==> run_1/placed.png <==
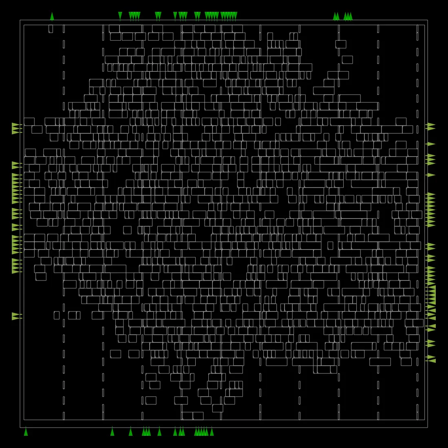
==> run_1/ff_map.png <==
Scale bar: 50 um. Other sequential cells in the stronger grey, the rest of the logic in the fainter grey.
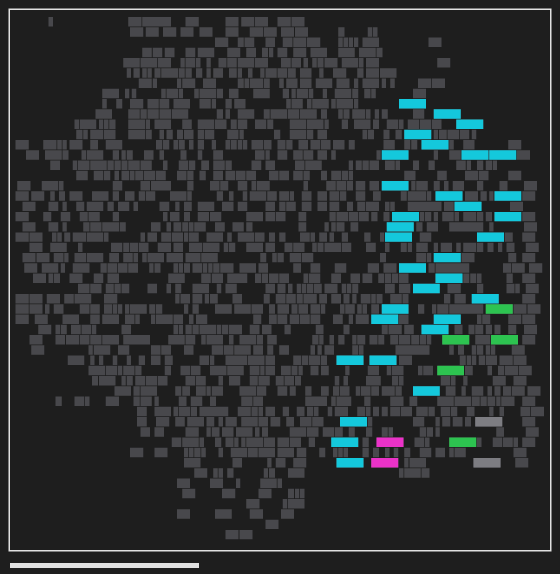
==> run_1/clock_wires.png <==
Scale bar: 50 um.
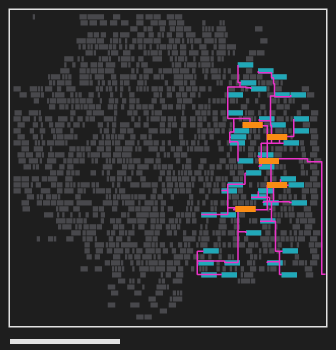
**src/rtl/alu_exec.sv**
```systemverilog
// Iterative ALU execute stage: single-cycle logic/arith ops, one-bit-per-cycle shifts.
// Define ALU_EXEC_OVF_EN to build signed-overflow detection for add/sub.
module alu_exec (
    input  logic        clk,
    input  logic        rst_n,
    input  logic        in_valid,
    output logic        in_ready,
    input  logic [3:0]  alu_op,
    input  logic        shift,
    input  logic [4:0]  shamt,
    input  logic [31:0] a,
    input  logic [31:0] b,
    output logic        out_valid,
    input  logic        out_ready,
    output logic [31:0] result,
    output logic        zero,
    output logic        ovf,
    output logic        busy
);

    localparam logic [3:0] OpAdd  = 4'b1110;
    localparam logic [3:0] OpSub  = 4'b0100;
    localparam logic [3:0] OpAnd  = 4'b0010;
    localparam logic [3:0] OpOr   = 4'b0011;
    localparam logic [3:0] OpXor  = 4'b0111;
    localparam logic [3:0] OpSll  = 4'b1010;
    localparam logic [3:0] OpSrl  = 4'b1000;
    localparam logic [3:0] OpSra  = 4'b1001;
    localparam logic [3:0] OpPass = 4'b1100;

    typedef enum logic [1:0] {StIdle, StShift, StDone} state_e;

    state_e      state_q, state_d;
    logic [31:0] result_q, result_d;
    logic [4:0]  cnt_q, cnt_d;
    logic [1:0]  kind_q, kind_d;
    logic [31:0] sum, diff, alu_res;
    logic        is_shift, accept;

    // The shift flag is redundant with alu_op: shift class is decided by the code alone.
    logic unused_shift;
    assign unused_shift = shift;

    assign sum      = a + b;
    assign diff     = a - b;
    assign is_shift = (alu_op == OpSll) || (alu_op == OpSrl) || (alu_op == OpSra);
    assign accept   = in_valid && (state_q == StIdle);

    always_comb begin
        alu_res = 32'h0;
        case (alu_op)
            OpAdd:   alu_res = sum;
            OpSub:   alu_res = diff;
            OpAnd:   alu_res = a & b;
            OpOr:    alu_res = a | b;
            OpXor:   alu_res = a ^ b;
            OpPass:  alu_res = a;
            default: alu_res = 32'h0;
        endcase
    end

    always_comb begin
        state_d  = state_q;
        result_d = result_q;
        cnt_d    = cnt_q;
        kind_d   = kind_q;
        case (state_q)
            StIdle: begin
                if (in_valid) begin
                    if (is_shift) begin
                        result_d = b;
                        cnt_d    = shamt;
                        kind_d   = alu_op[1:0];
                        state_d  = (shamt == 5'd0) ? StDone : StShift;
                    end else begin
                        result_d = alu_res;
                        state_d  = StDone;
                    end
                end
            end
            StShift: begin
                // kind_q: 2'b10 sll, 2'b01 sra, 2'b00 srl
                case (kind_q)
                    2'b10:   result_d = {result_q[30:0], 1'b0};
                    2'b01:   result_d = {result_q[31], result_q[31:1]};
                    default: result_d = {1'b0, result_q[31:1]};
                endcase
                cnt_d = cnt_q - 5'd1;
                if (cnt_q == 5'd1) begin
                    state_d = StDone;
                end
            end
            StDone: begin
                if (out_ready) begin
                    state_d = StIdle;
                end
            end
            default: state_d = StIdle;
        endcase
    end

    always_ff @(posedge clk) begin
        if (!rst_n) begin
            state_q  <= StIdle;
            result_q <= 32'h0;
            cnt_q    <= 5'd0;
            kind_q   <= 2'b00;
        end else begin
            state_q  <= state_d;
            result_q <= result_d;
            cnt_q    <= cnt_d;
            kind_q   <= kind_d;
        end
    end

`ifdef ALU_EXEC_OVF_EN
    logic ovf_q, ovf_d;
    logic add_ovf, sub_ovf;

    assign add_ovf = (a[31] == b[31]) && (sum[31] != a[31]);
    assign sub_ovf = (a[31] != b[31]) && (diff[31] != a[31]);

    always_comb begin
        ovf_d = ovf_q;
        if (accept) begin
            ovf_d = (alu_op == OpAdd) ? add_ovf :
                    (alu_op == OpSub) ? sub_ovf : 1'b0;
        end
    end

    always_ff @(posedge clk) begin
        if (!rst_n) begin
            ovf_q <= 1'b0;
        end else begin
            ovf_q <= ovf_d;
        end
    end

    assign ovf = (state_q == StDone) && ovf_q;
`else
    logic unused_accept;
    assign unused_accept = accept;
    assign ovf           = 1'b0;
`endif

    assign in_ready  = (state_q == StIdle);
    assign out_valid = (state_q == StDone);
    assign busy      = (state_q == StShift);
    assign result    = result_q;
    assign zero      = (state_q == StDone) && (result_q == 32'h0);

endmodule

```
**config.mk**
```make
export PLATFORM = sky130hd
export DESIGN_NAME = alu_exec
export DESIGN_NICKNAME = d
export VERILOG_FILES = /design/src/rtl/alu_exec.sv
export SDC_FILE = /design/constraint.sdc
export NUM_CORES = 1
export LEC_CHECK = 0
export CORE_UTILIZATION = 35
export DETAILED_ROUTE_END_ITERATION = 8
export PLACE_DENSITY = 0.67
export SLEW_MARGIN = 20
export SYNTH_ARGS = -nofsm -noshare
export SYNTH_HDL_FRONTEND = slang
export SYNTH_SLANG_ARGS = --single-unit
```
**constraint.sdc**
```tcl
create_clock -name clk -period 4.6 [get_ports clk]
set_input_delay 0.92 -clock clk [delete_from_list [all_inputs] [get_ports clk]]
set_output_delay 0.92 -clock clk [all_outputs]
set_load 0.03 [all_outputs]
```
==> run notes, run 1 <==
Implementation status.

- The run finished with clean final reports.
- Measured along the y axis, the die boundary spans 143 um.
- The area taken by multi-input combinational cells is reported as 5650 um2.
- The number of stages on the worst hold path is 2.
- The synthesis area per yosys is 6980 um2.
- The mapped netlist covers 6980 um2.
- Across all setup checks in the final design, the least slack found is 0.230 ns.
- The register bit count reported by yosys is 41.
- The post-synthesis instance total is 991.
- In this run, the synthesized area fraction spent on and/or/nand/nor cells is recorded as 0.204.
- The overall track demand over capacity in global routing is 0.248.
- Of the available clock period, the critical path in the final layout requires 0.950.
- The number of synthesis warnings is 0.
- The number of port buffers is 112.
- For the final routed database, the setup TNS stands at 0 ns.
- Across the run, the number of max-cap violations was 0.
- The layout summary lists the proportion of cells stronger than drive strength 1 as 0.133.
- The worst setup path is of the in -> reg kind.
- Per the layout report, the design carries 81 non-clock inverters.
- The number of enable flip-flop cells is 0.
- The placed instance area is 9060 um2.
- The top fanout value on the critical path is 6.
- The total number of H-tree levels is 2.
- Setup repair after global routing left no endpoint under its margin.
- The maximum clock frequency is 229 MHz.
- The analysis reports a worst IR drop on VDD of 0.000130 V.
- The clock buffers instantiated in the layout total 7.
- Counting pins that exceed their max-slew limit in the final report gives 0.
- The count of inserted antenna diode cells is 0.
- The multiplexer fraction of the synthesized cell area is 0.00897.
- The setup slack after placement is -0.272 ns.
- The initial antenna violation count is 0.
- The top cell types in the final layout, fill and taps aside, are 121 x sky130_fd_sc_hd__nand2_1, 121 x sky130_fd_sc_hd__buf_4, 111 x sky130_fd_sc_hd__clkdlybuf4s50_1, 99 x sky130_fd_sc_hd__ha_1, 88 x sky130_fd_sc_hd__a21oi_1.
- The layout report gives the multi-input gate share of total cell area as 0.609.
- The area of all placed cells without fillers is 9280 um2.
- Per the layout area report, the sequential fraction of cell area is 0.0885.
- The transition time recorded at the tightest slew-check pin is 0.671 ns.
- The routed wire length per instance is 17.5 um.
- The final count of hold timing violations is 0.
- The wire length of the first global-routing pass is 40100 um.
- The fraction of post-synthesis cell area in the top cell type by area is 0.179.
- The largest contributor to cell area by class is logic gates.
- The startpoint of the most critical register-to-register path is kind_q[0].
- Of the total synthesized cell area, the portion taken by full adders, half adders and majority gates is 0.182.
- The wire length recorded after detailed routing is 25200 um.
- The overall die width is 143 um.
- The area of all sequential standard cells is 821 um2.
- The final HPWL from detailed placement is 20000 um.
## Picture notes: placed.png
well-tap cell count: 265
layout filler cell count: 1993
number of rows created at floorplan: 51
Layout Cells excl Fill: 1439
utilization after layout: 0.475

## Picture notes: ff_map.png
colour	name in the netlist	flops
cyan	`result`	32
magenta	`kind_q`	2
green	`cnt_q`	5
not coloured	2

## Picture notes: clock_wires.png
[cyan] flip-flops | count: 41
[orange] clock-net drivers | count: 5
[magenta] clock wires | length: 544 um
routed clock nets	6
clock latency reported for the late side of the worst-skew pair: 0.28 ns
final clock skew: 0.00647 ns
Power Clock: 0.345 mW

-- run 1: power by group through the flow --
stage	sequential (mW)	clock [mW]	combinational [mW]
after global routing	0.437	0.363	1.15
after CTS	0.431	0.350	1.03
after global placement	0.438	0	1.01
after detailed placement	0.438	0	1.02
final	0.432	0.345	1.05
after floorplan	0.472	0	0.551
-- run 1: repair_timing --
| action | in CTS | in global routing |
|---|---|---|
| gates resized | 0 | 13 |
| endpoints found under the setup margin | 0 | 7 |
| buffers inserted | 0 | 3 |
-- run 1: state kept, by name, summed over array words and instances, names as in the netlist --
signal	flops
result	32
cnt_q	5
kind_q	2
state_q	2
-- run 1: worst max-delay path, cell delays in order --
cell and delay (ns):
sky130_fd_sc_hd__clkdlybuf4s50_1 0.47, sky130_fd_sc_hd__nor4_4 0.33, sky130_fd_sc_hd__nand4_1 0.23, sky130_fd_sc_hd__buf_4 0.21
sky130_fd_sc_hd__nor3_2 0.13, sky130_fd_sc_hd__nor3b_2 0.22, sky130_fd_sc_hd__buf_4 0.15, sky130_fd_sc_hd__nor2_1 0.04
sky130_fd_sc_hd__xnor2_1 0.12, sky130_fd_sc_hd__ha_1 0.32, sky130_fd_sc_hd__buf_4 0.17, sky130_fd_sc_hd__a21o_1 0.17
sky130_fd_sc_hd__a21oi_1 0.25, sky130_fd_sc_hd__nand2_1 0.09, sky130_fd_sc_hd__o31ai_1 0.27, sky130_fd_sc_hd__buf_4 0.17
sky130_fd_sc_hd__mux2i_1 0.17, sky130_fd_sc_hd__a31oi_1 0.09
-- run 1: layer usage --
metal | global-route usage | part of all wire | up-vias
met5 | 0 | 0 | -
met4 | 0.0390 | 0.0071 | 0
met3 | 0.0191 | 0.094 | 16
met2 | 0.395 | 0.44 | 365
met1 | 0.364 | 0.46 | 3896
li1 | - | - | 4032
## Run 2: what changed since run 1
--- a/config.mk
+++ b/config.mk
@@ -5,9 +5,9 @@
 export SDC_FILE = /design/constraint.sdc
 export NUM_CORES = 1
 export LEC_CHECK = 0
-export CORE_UTILIZATION = 35
+export CORE_UTILIZATION = 50
 export DETAILED_ROUTE_END_ITERATION = 8
-export PLACE_DENSITY = 0.67
+export PLACE_DENSITY = 0.87
 export SLEW_MARGIN = 20
 export SYNTH_ARGS = -nofsm -noshare
 export SYNTH_HDL_FRONTEND = slang
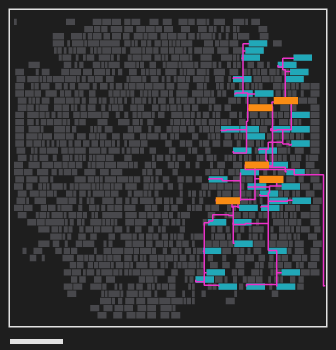
(run_2/clock_wires.png)
Scale bar: 20 um.
[cyan] flip-flops | count: 41
[magenta] clock wires | length: 511 um
[orange] clock-net drivers | count: 5
routed clock nets	6

==> run 2 against run 1 <==
Effect of this change: first-iteration DRC count increased by 67%; routed wire length decreased by 2.7%; combinational power about the same; highest routed layer unchanged.
==> run notes, run 2 <==
Implementation status.

- The part of the cycle the worst path needs is 0.958 (was 0.950).
- The total length of routed wires was 24500 um (was 25200 um).
- The total of max-cap violations is 0 (unchanged).
- The number of synthesis warnings is 0 (unchanged).
- The transition at the pin with the smallest max-transition slack came to 0.713 ns (was 0.671 ns).
- The worst setup slack after layout is 0.195 ns (was 0.230 ns).
- The fraction of post-synthesis cell area in the top cell type by area is 0.179 (unchanged).
- The area of all placed cells without fillers came to 8960 um2 (was 9280 um2).
- The vertical die dimension came to 120 um (was 143 um).
- The worst setup path category is in -> reg (unchanged).
- Leading cell types in the layout, fill and taps excluded: 121 x sky130_fd_sc_hd__nand2_1, 111 x sky130_fd_sc_hd__clkdlybuf4s50_1, 100 x sky130_fd_sc_hd__ha_1, 97 x sky130_fd_sc_hd__buf_4, 88 x sky130_fd_sc_hd__a21oi_1 (was 121 x sky130_fd_sc_hd__nand2_1, 121 x sky130_fd_sc_hd__buf_4, 111 x sky130_fd_sc_hd__clkdlybuf4s50_1, 99 x sky130_fd_sc_hd__ha_1, 88 x sky130_fd_sc_hd__a21oi_1).
- The count of inserted antenna diode cells was 0 (unchanged).
- The worst voltage drop across the vdd grid came to 0.000141 V (was 0.000130 V).
- The highest-utilization routing layer at the global route stage is met2 (unchanged).
- The overall track demand over capacity in global routing was 0.336 (was 0.248).
- Run status: finished, final reports clean (unchanged).
- The overall die width is 120 um (was 143 um).
- The final count of hold timing violations came to 0 (unchanged).
- The share of synthesized cell area in and, or, nand and nor gates is 0.204 (unchanged).
- The largest clock skew in the final design is 0.00275 ns (was 0.00647 ns).
- The met2 usage in global routing is 0.523 (was 0.395).
- The final core area utilization is 0.669 (was 0.475).
- The startpoint of the most critical register-to-register path is kind_q[0] (unchanged).
- The share of post-route cells with drive strength above 1 came to 0.112 (was 0.133).
- The initial antenna violation count is 1 (was 0).
- The placed instance area is 8790 um2 (was 9060 um2).
- The max-slew violation total from the final report was 0 (unchanged).
- The register bit count reported by yosys is 41 (unchanged).
- The number of enable flip-flop cells is 0 (unchanged).
## run 2: power groups by stage
stage / registers [mW] / clock network, mW / logic (mW)
2_1_floorplan: 0.472 / 0 / 0.551
3_3_place_gp: 0.436 / 0 / 0.971
3_5_place_dp: 0.438 / 0 / 0.995
4_1_cts: 0.430 / 0.346 / 1.00
5_1_grt: 0.436 / 0.358 / 1.11
6_report: 0.433 / 0.345 / 1.03
## run 2: final cells by class
cell class | instances | area [um2]
repair buffers | 209 | 1840
flip-flops and latches | 41 | 821
well taps | 176 | 220
inverters | 81 | 304
multi-input cells | 812 | 5630
fillers | 1157 | 4440
clock buffers | 7 | 143
## run 2: timing repair
| item | in CTS | in global routing |
|---|---|---|
| gates resized | 0 | 7 |
| endpoints found under the setup margin | 0 | 7 |
| setup buffers | 0 | 0 |
| hold endpoints to repair | 0 | 0 |
## run 2: critical path, stage by stage
cell and delay (ns):
sky130_fd_sc_hd__clkdlybuf4s50_1 0.47, sky130_fd_sc_hd__nor4_4 0.31, sky130_fd_sc_hd__nand4_1 0.23, sky130_fd_sc_hd__or4_4 0.59
sky130_fd_sc_hd__nor3_1 0.22, sky130_fd_sc_hd__nor2_1 0.08, sky130_fd_sc_hd__xnor2_1 0.13, sky130_fd_sc_hd__ha_1 0.35
sky130_fd_sc_hd__a21o_1 0.24, sky130_fd_sc_hd__buf_4 0.14, sky130_fd_sc_hd__nor3_1 0.13, sky130_fd_sc_hd__o21ai_0 0.10
sky130_fd_sc_hd__o21ai_0 0.09, sky130_fd_sc_hd__a41oi_1 0.17, sky130_fd_sc_hd__xnor2_1 0.19, sky130_fd_sc_hd__o41ai_1 0.23
## Run 3: what changed since run 2
--- a/config.mk
+++ b/config.mk
@@ -6,6 +6,7 @@
 export NUM_CORES = 1
 export LEC_CHECK = 0
 export CORE_UTILIZATION = 50
+export CTS_BUF_LIST = sky130_fd_sc_hd__clkbuf_8
 export DETAILED_ROUTE_END_ITERATION = 8
 export PLACE_DENSITY = 0.87
 export SLEW_MARGIN = 20
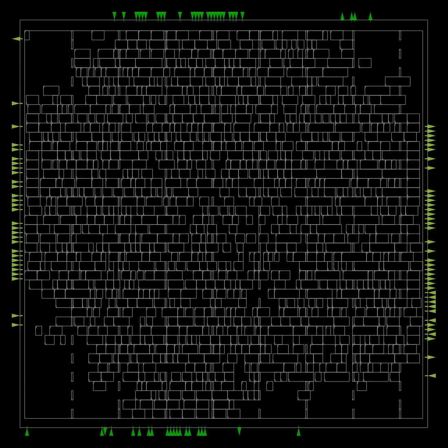
(run_3/placed.png)
well-tap cell count: 176
utilization after layout: 0.664
register share of the cell area: 0.0923
number of rows created at floorplan: 42

==> run 3 against run 2 <==
Effect of this change: cell count unchanged; via count decreased by 0.69%; die area unchanged; largest power group unchanged; maximum frequency decreased by 0.24%; critical path type unchanged; sequential cell count unchanged; final area decreased by 0.77%; sequential power about the same; first-iteration DRC count decreased by 2.6%; clock skew increased by 0.0034 ns; highest routed layer unchanged; sequential share of layout area increased by 0.071 points.
==> run notes, run 3 <==
Implementation status.

- The part of the cycle the worst path needs was 0.960 (was 0.958).
- The overall track demand over capacity in global routing is 0.336 (about the same).
- The total of max-cap violations is 0 (unchanged).
- The max-slew violation total from the final report is 0 (unchanged).
- The non-filler instance count after layout is 1326 (unchanged).
- The total number of H-tree levels is 2 (unchanged).
- The longest individual stage delay on the worst path is 0.47 ns (was 0.59 ns).
- The post-CTS setup buffer count is 0 (unchanged).
- The area of all sequential standard cells came to 821 um2 (unchanged).
- The wire length of the first global-routing pass came to 38800 um (was 38900 um).
- The number of synthesis warnings is 0 (unchanged).
- The register bit count reported by yosys is 41 (unchanged).
- The clock latency on the worst-skew pair is 0.30 ns (was 0.28 ns).
- Crit-path cells: clkdlybuf4s50_1 -> nor4_4 -> nand4_1 -> buf_4 -> nor3_1 -> buf_4 -> nor2_1 -> xnor2_1 -> ha_1 -> inv_1 -> o21bai_1 -> a2111oi_1 -> buf_4 -> o211ai_1 -> o22ai_1 -> buf_4 -> mux2_2 -> nand2_1 (was clkdlybuf4s50_1 -> nor4_4 -> nand4_1 -> or4_4 -> nor3_1 -> nor2_1 -> xnor2_1 -> ha_1 -> a21o_1 -> buf_4 -> nor3_1 -> o21ai_0 -> o21ai_0 -> a41oi_1 -> xnor2_1 -> o41ai_1).
- The maximum clock frequency was 226 MHz (was 227 MHz).
- The number of port buffers is 112 (unchanged).
- The fill cell total of the finished layout is 1169 (was 1157).
- The area fraction in full adders, half adders and majority gates came to 0.182 (unchanged).
- The multiplexer fraction of the synthesized cell area is 0.00897 (unchanged).
- The worst setup path category was in -> reg (unchanged).
- The placed instance area is 8790 um2 (unchanged).
- The transition at the pin with the smallest max-transition slack is 0.769 ns (was 0.713 ns).
- The vertical die dimension came to 120 um (unchanged).
- Unrepaired setup endpoints after global routing: no (unchanged).
- The fraction of post-synthesis cell area in the top cell type by area is 0.179 (unchanged).
- Run status: finished, final reports clean (unchanged).
- The count of inserted antenna diode cells is 0 (unchanged).
- The overall die width is 120 um (unchanged).
[run 3: cell counts after synthesis]
Identical to the previous run, type by type.
[run 3: layer usage]
layer / global-route usage / routed length (um)
met3: 0.0480 / 3000
met4: 0.107 / 524
met1: 0.474 / 10200
met2: 0.520 / 10800
met5: 0 / 0
[run 3: cell type report]
| class | instances | area share |
|---|---|---|
| clock buffers | 6 | 0.00928 |
| clock inverters | 1 | 0.000422 |
| inverters | 81 | 0.0342 |
| multi-input cells | 812 | 0.632 |
| flip-flops and latches | 41 | 0.0923 |
| well taps | 176 | 0.0248 |
| repair buffers | 209 | 0.207 |
[run 3: report_power, final]
part | internal, mW | switching [mW] | total [mW]
clock network | 0.117 | 0.123 | 0.240
logic | 0.443 | 0.580 | 1.02
registers | 0.385 | 0.0476 | 0.432
total | 0.945 | 0.751 | 1.70
[run 3: per-stage QoR]
step	hold WS [ns]	util
floorplan	0.453	-
global placement	0.462	0.656
detailed placement	0.472	0.656
CTS	0.483	0.663
global route	0.510	0.664
finish	0.480	0.664
[run 3: critical path: cells and delay by family]
| kind | cells | cell delay, ns |
|---|---|---|
| buffers and inverters | 6 | 1.33 |
| and+or+nand+nor | 5 | 0.83 |
| AOI/OAI and AO/OA | 4 | 0.81 |
| adders and majority gates | 1 | 0.33 |
| muxes | 1 | 0.33 |
| xor gates and xnor gates | 1 | 0.12 |
[run 3: what timing repair did]
action | 4_1_cts | 5_1_grt
endpoints found under the hold margin | 0 | 0
resized | 0 | 4
endpoints found under the setup margin | 0 | 5
[run 3: final timing paths]
check	from	to	slack (ns)	cells past startpoint
setup reg to reg	kind_q[0]	result[28]	1.90	9
setup / recovery	b[10]	result[26]	0.18	18
hold / removal	kind_q[0]	kind_q[0]	0.48	2
hold reg to reg	kind_q[0]	kind_q[0]	0.48	2
Power and IR drop assume default switching activity.
